### config.mk
export PLATFORM = sky130hd
export DESIGN_NAME = vc_arbiter
export DESIGN_NICKNAME = d
export VERILOG_FILES = /design/src/rtl/vc_arbiter.sv
export SDC_FILE = /design/constraint.sdc
export NUM_CORES = 1
export LEC_CHECK = 0
export CAP_MARGIN = 30
export CORE_MARGIN = 2
export CORE_UTILIZATION = 30
export DETAILED_ROUTE_END_ITERATION = 12
export GPL_ROUTABILITY_DRIVEN = 1
export GPL_TIMING_DRIVEN = 0
export HOLD_SLACK_MARGIN = 0.12
export SYNTH_ARGS = -nofsm -noshare
export SYNTH_HDL_FRONTEND = slang
export SYNTH_SLANG_ARGS = --single-unit
### constraint.sdc
create_clock -name clk -period 2.3 [get_ports clk]
set_clock_uncertainty 0.15 [all_clocks]
set_input_delay 0.23 -clock clk [delete_from_list [all_inputs] [get_ports clk]]
set_output_delay 0.23 -clock clk [all_outputs]
set_load 0.1 [all_outputs]
### src/rtl/vc_arbiter.sv
// vc_arbiter: two-VC to two-destination arbiter with VC0 priority and VC1
// starvation relief. Pops are combinational in the grant cycle; the granted
// word and its destination push are registered one cycle later.
module vc_arbiter #(
  parameter int unsigned DATA_W       = 6,
  parameter int unsigned STARVE_LIMIT = 4
) (
  input  logic              clk,
  input  logic              reset,
  input  logic              active_in,
  input  logic [DATA_W-1:0] vc0_data,
  input  logic              vc0_empty,
  input  logic [DATA_W-1:0] vc1_data,
  input  logic              vc1_empty,
  input  logic              d0_almost_full,
  input  logic              d1_almost_full,
  output logic              vc0_pop,
  output logic              vc1_pop,
  output logic              d0_push,
  output logic              d1_push,
  output logic [DATA_W-1:0] data_out,
  output logic              last_grant,
  output logic              arb_idle
);

  localparam int unsigned CNT_W = (STARVE_LIMIT < 1) ? 1 : $clog2(STARVE_LIMIT + 1);
  localparam logic [CNT_W-1:0] LIMIT = CNT_W'(STARVE_LIMIT);

  logic [CNT_W-1:0]  r_starve_cnt;
  logic              r_d0_push;
  logic              r_d1_push;
  logic [DATA_W-1:0] r_data_out;
  logic              r_last_grant;
  logic              r_arb_idle;

  logic              w_vc0_elig;
  logic              w_vc1_elig;
  logic              w_grant0;
  logic              w_grant1;
  logic              w_starved;
  logic              w_dest_d1;
  logic [DATA_W-1:0] w_grant_data;

  // Eligibility and grant decision for the current cycle; reset gates all pops.
  always_comb begin
    w_vc0_elig   = 1'b0;
    w_vc1_elig   = 1'b0;
    w_grant0     = 1'b0;
    w_grant1     = 1'b0;
    w_starved    = 1'b0;
    w_dest_d1    = 1'b0;
    w_grant_data = '0;

    w_vc0_elig = active_in && !vc0_empty &&
                 !(vc0_data[DATA_W-1] ? d1_almost_full : d0_almost_full);
    w_vc1_elig = active_in && !vc1_empty &&
                 !(vc1_data[DATA_W-1] ? d1_almost_full : d0_almost_full);
    w_starved  = (r_starve_cnt == LIMIT);

    if (reset) begin
      w_grant0 = w_vc0_elig && (!w_vc1_elig || !w_starved);
      w_grant1 = w_vc1_elig && (!w_vc0_elig || w_starved);
    end

    if (w_grant1) begin
      w_grant_data = vc1_data;
    end else begin
      w_grant_data = vc0_data;
    end
    w_dest_d1 = w_grant_data[DATA_W-1];
  end

  assign vc0_pop    = w_grant0;
  assign vc1_pop    = w_grant1;
  assign d0_push    = r_d0_push;
  assign d1_push    = r_d1_push;
  assign data_out   = r_data_out;
  assign last_grant = r_last_grant;
  assign arb_idle   = r_arb_idle;

  // Register the granted word, its destination push, and the starvation count.
  always_ff @(posedge clk) begin
    if (!reset) begin
      r_starve_cnt <= '0;
      r_d0_push    <= 1'b0;
      r_d1_push    <= 1'b0;
      r_data_out   <= '0;
      r_last_grant <= 1'b0;
      r_arb_idle   <= 1'b1;
    end else begin
      r_d0_push  <= (w_grant0 || w_grant1) && !w_dest_d1;
      r_d1_push  <= (w_grant0 || w_grant1) && w_dest_d1;
      r_arb_idle <= !(w_grant0 || w_grant1);
      if (w_grant0 || w_grant1) begin
        r_data_out   <= w_grant_data;
        r_last_grant <= w_grant1;
      end
      if (w_grant1) begin
        r_starve_cnt <= '0;
      end else if (w_grant0 && w_vc1_elig && !w_starved) begin
        r_starve_cnt <= r_starve_cnt + CNT_W'(1);
      end
    end
  end

endmodule

==> impl_metrics.env, run 1 <==
# flow metrics
export IMPL_area_dominant_class="multi-input combinational cells"
export IMPL_synth_largest_area_cell="dfxtp_1"
export IMPL_ys_ff=13
export IMPL_postSynthAreaPerCell_um2=8.82
export IMPL_setup_violations=0
export IMPL_p_total_w=0.000569
export IMPL_met3_usage=0.0287
export IMPL_period_used=0.972
export IMPL_gp_congestion=0.665
export IMPL_pwr_share_comb=0.331
export IMPL_r2r_slack_ns=0.61
export IMPL_worstPathRequired_ns=1.92
export IMPL_cts_buffers=3
export IMPL_io_buffers=30
export IMPL_drt_iter0_drc=10
export IMPL_met2_length_um=789
export IMPL_power_density_nw_per_um2=525
export IMPL_critPathSlowestCell="clkdlybuf4s50_1"
export IMPL_crit_path_cell_trace="clkdlybuf4s50_1 -> mux2i_2 -> and2_1 -> buf_2 -> o211a_4 -> buf_8"
export IMPL_wl_per_cell_um=12.2
export IMPL_pwr_share_seq=0.421
export IMPL_crit_buf_inv=3
export IMPL_fp_utilization=0.313
export IMPL_max_cap_violations=0
export IMPL_peakVddDrop_v=0.000342
export IMPL_yosys_top_cells_area="dfxtp_1, mux2i_1, nor3_1"
export IMPL_routed_top_layer="met4"
export IMPL_netlist_area_um2=679
export IMPL_grt_overflow=0
export IMPL_final_nets=134
export IMPL_placed_area_um2=1030
export IMPL_ctsHoldBuffers=0
export IMPL_vias=667
export IMPL_antennaDiodeCount=0
export IMPL_start_kind="input pin"
export IMPL_pin_count=31
export IMPL_r2r_end="data_out[3]$_SDFFE_PN0P_"
export IMPL_cp_arrival_ns=1.86
export IMPL_grt_pass1_wl_mm=2.62
export IMPL_end_kind="output pin"
export IMPL_lay_top_cells="clkdlybuf4s50_1, dfxtp_1, nand2_1"
export IMPL_cp_depth=6
export IMPL_synthArstFlopShare=0
export IMPL_criticalPathCategory="input pin to output pin"
export IMPL_first_pass_iters=4
export IMPL_numClockSinks=13
export IMPL_logic_gate_count=54
export IMPL_critical_path_top_delay_family="buffers and inverters"
export IMPL_grt_pass1_vias=607
export IMPL_outcome="finished, final reports clean"
## run 1: power groups by stage
stage / Combinational, W / Sequential (W) / Clock [W]
2_1_floorplan: 0.0000483 / 0.000315 / 0
3_3_place_gp: 0.000181 / 0.000245 / 0
3_5_place_dp: 0.000182 / 0.000245 / 0
4_1_cts: 0.000185 / 0.000240 / 0.000148
5_1_grt: 0.000196 / 0.000241 / 0.000167
6_report: 0.000188 / 0.000239 / 0.000141
## run 1: per-stage QoR
step | instances | util
floorplan | 77 | -
global placement | 135 | 0.473
detailed placement | 135 | 0.473
CTS | 139 | 0.486
global route | 140 | 0.499
finish | 140 | 0.499
## run 1: flip-flops by register name (all words and copies together) (netlist names)
register and flops:
r_starve_cnt 3, d0_push 1, last_grant 1, arb_idle 1, d1_push 1, data_out 6
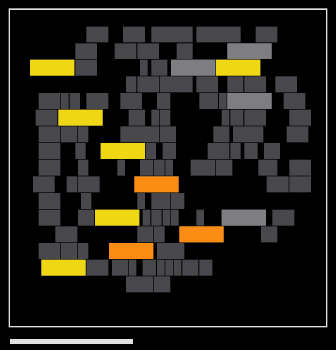
**Above:** run 1 (register map, names as in the netlist).
Scale bar: 20 µm. Other sequential cells in the stronger grey, the rest of the logic in the fainter grey.
| colour | name in the netlist | sequential cells |
|---|---|---|
| yellow | data_out | 6 |
| orange | r_starve_cnt | 3 |
not coloured: 4
Final Core Density: 0.499
register area: 260 µm²

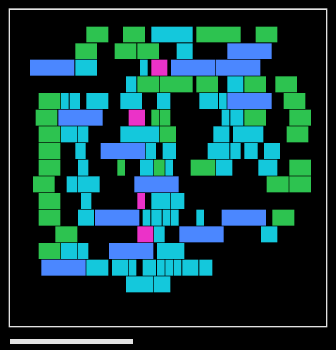
**Above:** run 1 (cell classes on the final placement).
Scale bar: 20 µm.
| colour | class | cells |
|---|---|---|
| cyan | combinational and other logic | 59 |
| blue | sequential cells | 13 |
| green | remaining buffers and delay cells | 36 |
| magenta | clock drivers and dummy loads | 4 |
row count: 17
core area: 2170 µm²
design area: 1080 µm²

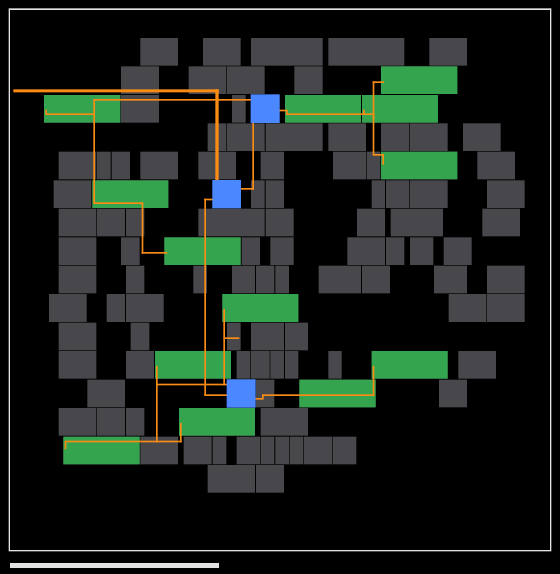
**Above:** run 1 (clock distribution).
Scale bar: 20 µm.
[blue] clock drivers | count: 3
[green] flip-flops | count: 13
[orange] clock wires | length: 176 µm
routed clock nets: 4
Clk network pwr share: 0.248
Clk power: 0.000141 W

==> inputs of run 2 (changes only) <==
--- a/config.mk
+++ b/config.mk
@@ -6,7 +6,6 @@
 export NUM_CORES = 1
 export LEC_CHECK = 0
 export CAP_MARGIN = 30
-export CORE_MARGIN = 2
 export CORE_UTILIZATION = 30
 export DETAILED_ROUTE_END_ITERATION = 12
 export GPL_ROUTABILITY_DRIVEN = 1
==> run 2 against run 1 <==
Sequential cell count did not move. Sequential share of layout area rose by 0.22 points. Fmax is 1.8% higher. Synthesized cell count is the same. Via count grew 0.15%. Setup slack better by 0.040 ns. Non-clock buffer count unchanged. Cell count shrank 0.71%. Combinational power barely moved. Critical endpoint is now vc1_pop. Largest cell class unchanged. Largest power group unchanged.
==> impl_metrics.env, run 2 <==
# flow metrics
export IMPL_outcome="finished, final reports clean"
export IMPL_fmax_mhz=455
export IMPL_r2r_start="r_starve_cnt[0]$_SDFFE_PP0P_"
export IMPL_synthArstFlopShare=0
export IMPL_fillCellCount=206
export IMPL_final_nets=134
export IMPL_hold_viol=0
export IMPL_yosys_top_cells_area="dfxtp_1, mux2i_1, nor3_1"
export IMPL_lay_top_cells="clkdlybuf4s50_1, dfxtp_1, nand2_1"
export IMPL_start_kind="register"
export IMPL_grt_pass1_wl_mm=2.76
export IMPL_period_used=0.955
export IMPL_yosys_area_um2=679
export IMPL_io_buffers=30
export IMPL_setup_violations=0
export IMPL_synth_largest_area_cell="dfxtp_1"
export IMPL_first_pass_iters=4
export IMPL_max_slew_margin_rel=0.350
export IMPL_cp_arrival_ns=1.82
export IMPL_grt_busiest_layer="met2"
export IMPL_pin_count=31
export IMPL_numClockSinks=13
export IMPL_synth_edff_count=0
export IMPL_cts_buffers=3
export IMPL_fin_cells=139
export IMPL_ant_nets=0
export IMPL_end_kind="output pin"
export IMPL_r2r_end="data_out[4]$_SDFFE_PN0P_"
export IMPL_peakVddDrop_v=0.000286
export IMPL_powerClk_w=0.000149
export IMPL_largest_reg_flops=6
export IMPL_crit_start="r_starve_cnt[0]$_SDFFE_PP0P_"
export IMPL_synthesis_instances=77
export IMPL_max_cap_violations=0
export IMPL_switching_power_w=0.000204
export IMPL_dieArea_um2=2460
export IMPL_drt_iter0_drc=8
export IMPL_logic_gate_count=54
export IMPL_drt_total_wl_mm=1.69
export IMPL_grt_pass1_vias=613
export IMPL_crit_path_max_fanout=6
export IMPL_fp_utilization=0.333
export IMPL_rows=16
export IMPL_synth_cell_types=32
export IMPL_r2r_slack_ns=0.55
export IMPL_holdPathStages=1
export IMPL_grt_start_max_net_pins=11
export IMPL_worstPathRequired_ns=1.92
export IMPL_gp_congestion=0.771
export IMPL_netlist_area_um2=679
export IMPL_syn_to_final_growth_pct=58.0
export IMPL_placed_area_um2=1020
export IMPL_final_area_um2=1070
export IMPL_min_period_ns=2.20
export IMPL_clk_path_buf_depth=2
export IMPL_postSynthAreaPerCell_um2=8.82
export IMPL_holdWs_ns=0.311
export IMPL_finalSetupTns_ns=0
export IMPL_final_layout_size_suffix_gt1_frac=0.107
export IMPL_track_usage=0.150
export IMPL_antennaDiodeCount=0
export IMPL_coreArea_um2=2040
export IMPL_reg2reg_depth=7
export IMPL_whs_endpoint="data_out[5]$_SDFFE_PN0P_"
export IMPL_grt_overflow=0
export IMPL_vias=668
export IMPL_regArea_um2=260
export IMPL_die_w_um=49.6
export IMPL_logic_area_um2=387
export IMPL_ys_ff=13
export IMPL_met2_length_um=766
export IMPL_power_density_nw_per_um2=536
export IMPL_grt_use_met2=0.232
export IMPL_mostFrequentLayoutCell="clkdlybuf4s50_1"
export IMPL_area_dominant_class="multi-input combinational cells"
export IMPL_common_cells="dfxtp_1, nand2_1, nor3_1, inv_1, mux2i_1"
export IMPL_pwr_share_seq=0.416
export IMPL_dr_wl_met3_um=44
export IMPL_pwr_share_comb=0.324
export IMPL_routed_top_layer="met4"
export IMPL_ctsHoldBuffers=0
export IMPL_dp_cells=134
export IMPL_p_total_w=0.000575
export IMPL_switching_share=0.355
export IMPL_top_area_frac=0.383
export IMPL_criticalPathCategory="register to output pin"
export IMPL_htreeDepth=1
export IMPL_comb_cell_power_w=0.000186
export IMPL_maxPowerGroup="sequential cells"
-- run 2: cells by family (layout without fill, tap and decap cells) --
family,Yosys count,count (layout),share of synthesized area
buffers and inverters,10,45,0.0700
multiplexers,4,4,0.0589
AND-OR/OR-AND,20,20,0.232
AND/OR/NAND/NOR,28,28,0.219
flip-flops,13,13,0.383
adder cells (fa/ha/maj),2,2,0.0368
-- run 2: critical path: stages, from the launching register on --
cell     delay [ns]
dfxtp_1        0.34
inv_1          0.06
ha_1           0.16
nand2_1        0.14
and3_1         0.20
buf_2          0.16
nor3b_4        0.27
buf_12         0.21
-- run 2: repair_timing --
item | 4_1_cts | 5_1_grt
gates cloned | 0 | 0
setup buffers | 0 | 1
pin swaps | 0 | 1
endpoints found under the setup margin | 2 | 2
resized | 14 | 3
endpoints found under the hold margin | 0 | 0
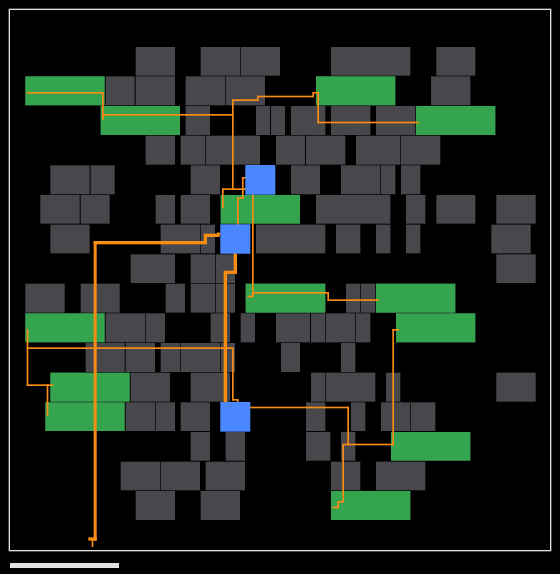
**Above:** run 2 (clock distribution).
Scale bar: 10 µm.
[blue] clock drivers | count: 3
[orange] clock wires | length: 215 µm
[green] flip-flops | count: 13
flops lie: widely spread
routed clock nets: 4
Clk network pwr share: 0.260
Late-Pin Clk Latency: 0.28 ns

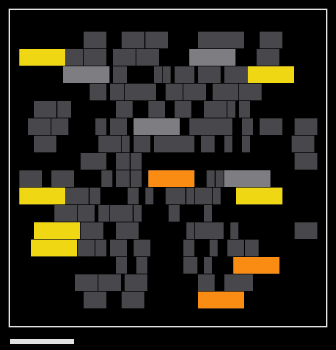
**Above:** run 2 (register map, names as in the netlist).
Scale bar: 10 µm. Other sequential cells in the stronger grey, the rest of the logic in the fainter grey.
| colour | name in the netlist | sequential cells |
|---|---|---|
| yellow | data_out | 6 |
| orange | r_starve_cnt | 3 |
not coloured: 4
Final Core Density: 0.526
Seq. pwr: 0.000239 W
fraction of area in registers: 0.242

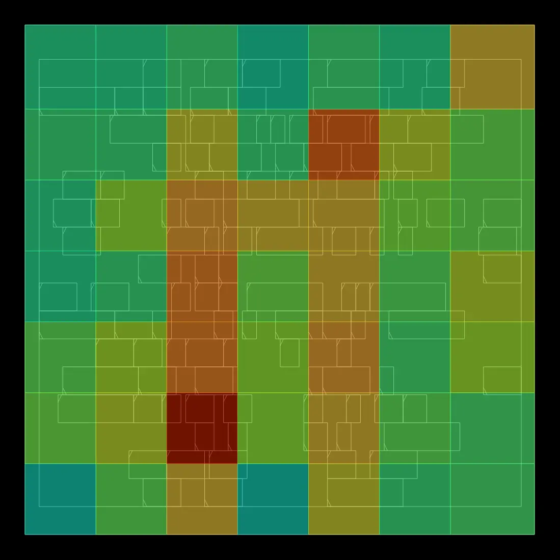
**Above:** run 2 (routing congestion).
WL/cell: 12.2 µm
M3 GR Usage: 0.0185

==> inputs of run 3 (changes only) <==
--- a/config.mk
+++ b/config.mk
@@ -6,6 +6,7 @@
 export NUM_CORES = 1
 export LEC_CHECK = 0
 export CAP_MARGIN = 30
+export CORE_ASPECT_RATIO = 1.25
 export CORE_UTILIZATION = 30
 export DETAILED_ROUTE_END_ITERATION = 12
 export GPL_ROUTABILITY_DRIVEN = 1
==> run 3 against run 2 <==
Hold slack got worse by 0.11 ns. Die size about the same. Register-to-register slack worse by 0.11 ns. Final area up 1.7%. Total power shrank 0.18%. Sequential share of layout area down 0.42 points. Fmax up 0.22%. Largest cell class unchanged.
==> impl_metrics.env, run 3 <==
# flow metrics
export IMPL_outcome="finished, final reports clean"
export IMPL_r2r_slack_ns=0.44
export IMPL_numClockSinks=13
export IMPL_holdPathStages=3
export IMPL_max_cap_violations=0
export IMPL_hold_viol=0
export IMPL_synth_cell_types=32
export IMPL_p_total_w=0.000574
export IMPL_cts_resized=14
export IMPL_synth_largest_area_cell="dfxtp_1"
export IMPL_grt_pass1_wl_mm=2.93
export IMPL_synthesis_instances=77
export IMPL_pwr_share_seq=0.417
export IMPL_clk_latency_ns=0.28
export IMPL_crit_path_cell_trace="clkdlybuf4s50_1 -> nor2b_1 -> and2_1 -> buf_2 -> o211a_4 -> buf_8"
export IMPL_critPathSlowestCell="clkdlybuf4s50_1"
export IMPL_cts_buffers=3
export IMPL_min_period_ns=2.19
export IMPL_final_nets=134
export IMPL_first_pass_iters=3
export IMPL_comb_cell_power_w=0.000188
export IMPL_post_cts_buffers=0
export IMPL_reg2reg_depth=8
export IMPL_r2r_start="r_starve_cnt[0]$_SDFFE_PP0P_"
export IMPL_cp_arrival_ns=1.81
export IMPL_drt_iter0_drc=5
export IMPL_finalSetupTns_ns=0
export IMPL_ys_ff=13
export IMPL_synth_edff_count=0
export IMPL_worstPathRequired_ns=1.92
export IMPL_cp_depth=6
export IMPL_fillCellCount=200
export IMPL_yosys_top_cells_area="dfxtp_1, mux2i_1, nor3_1"
export IMPL_pin_count=31
export IMPL_grt_start_max_net_pins=11
export IMPL_power_density_nw_per_um2=525
export IMPL_pwr_share_comb=0.327
export IMPL_fmax_mhz=456
export IMPL_vias=681
export IMPL_fp_utilization=0.332
export IMPL_top_area_frac=0.383
export IMPL_setup_violations=0
export IMPL_clk_path_buf_depth=2
export IMPL_track_usage=0.157
export IMPL_crit_buf_inv=3
export IMPL_maxPowerGroup="sequential cells"
export IMPL_coreArea_um2=2050
export IMPL_htreeDepth=1
export IMPL_lay_top_cells="clkdlybuf4s50_1, dfxtp_1, nand2_1"
export IMPL_syn_to_final_growth_pct=60.8
export IMPL_netlist_area_um2=679
export IMPL_yosys_area_um2=679
export IMPL_postSynthAreaPerCell_um2=8.82
export IMPL_crit_path_max_fanout=6
export IMPL_antennaDiodeCount=0
-- run 3: layer usage --
layer	global-route usage	vias to the layer above	wire length (µm)
li1	-	347	-
met1	0.181	308	738
met2	0.263	24	852
met3	0.0425	2	105
met4	0.0649	0	15
met5	0	-	0
-- run 3: layout make-up --
type / instances / area [µm²] / share of cell area
inverter: 5 / 18.8 / 0.0172
sequential: 13 / 260 / 0.238
multi-input combinational: 54 / 395 / 0.362
tap: 30 / 37.5 / 0.0344
clock buffer: 4 / 26.3 / 0.0241
timing repair buffer: 31 / 325 / 0.298
buffer: 5 / 28.8 / 0.0263
-- run 3: cells by family after synthesis --
group,synth area share
and+or+nand+nor,0.219
DFF,0.383
buffers and inverters,0.0700
AOI/OAI and AO/OA,0.232
muxes,0.0589
adders and majority gates,0.0368
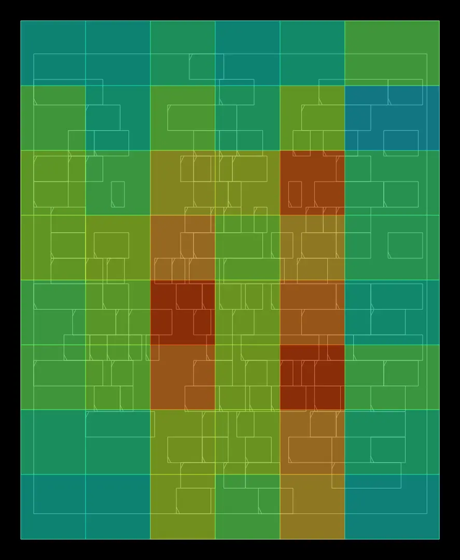
**Above:** run 3 (routing congestion).
M1 GR Usage: 0.181
GRT Max-Usage Layer: met2
M3 GR Usage: 0.0425
WL/cell: 12.0 µm
met2 Track Usage GR: 0.263

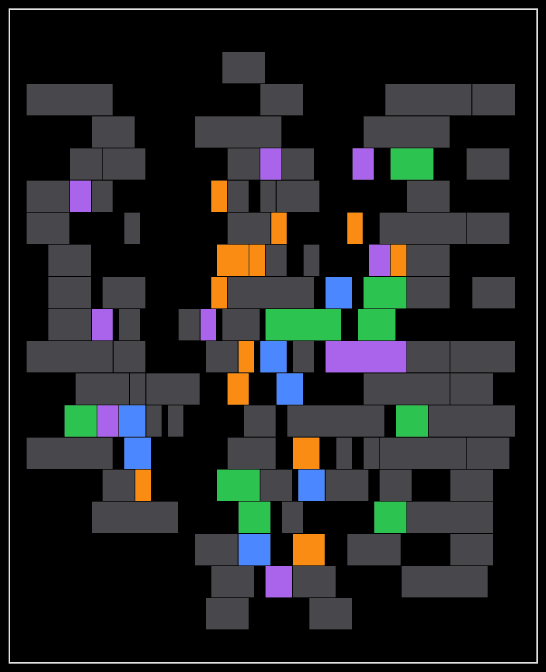
**Above:** run 3 (gate families picked out).
| colour | family | cells |
|---|---|---|
| orange | nand cells | 12 |
| purple | nor cells | 9 |
| blue | and/or cells | 7 |
| green | non-inverting ao/oa cells | 9 |
Commonest Layout Cell: clkdlybuf4s50_1
Finished Layout Cells: 142
Comb area share: 0.362

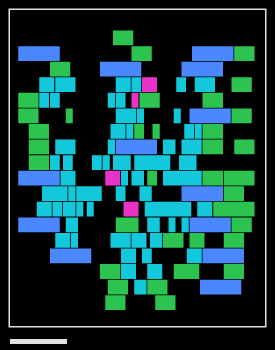
**Above:** run 3 (cell classes on the final placement).
Scale bar: 10 µm.
| colour | class | cells |
|---|---|---|
| cyan | combinational and other logic | 59 |
| magenta | clock drivers and dummy loads | 4 |
| green | remaining buffers and delay cells | 36 |
| blue | sequential cells | 13 |
Final Core Density: 0.533
design area: 1090 µm²

Power figures rest on the tool's default switching activity, not on a simulated workload.
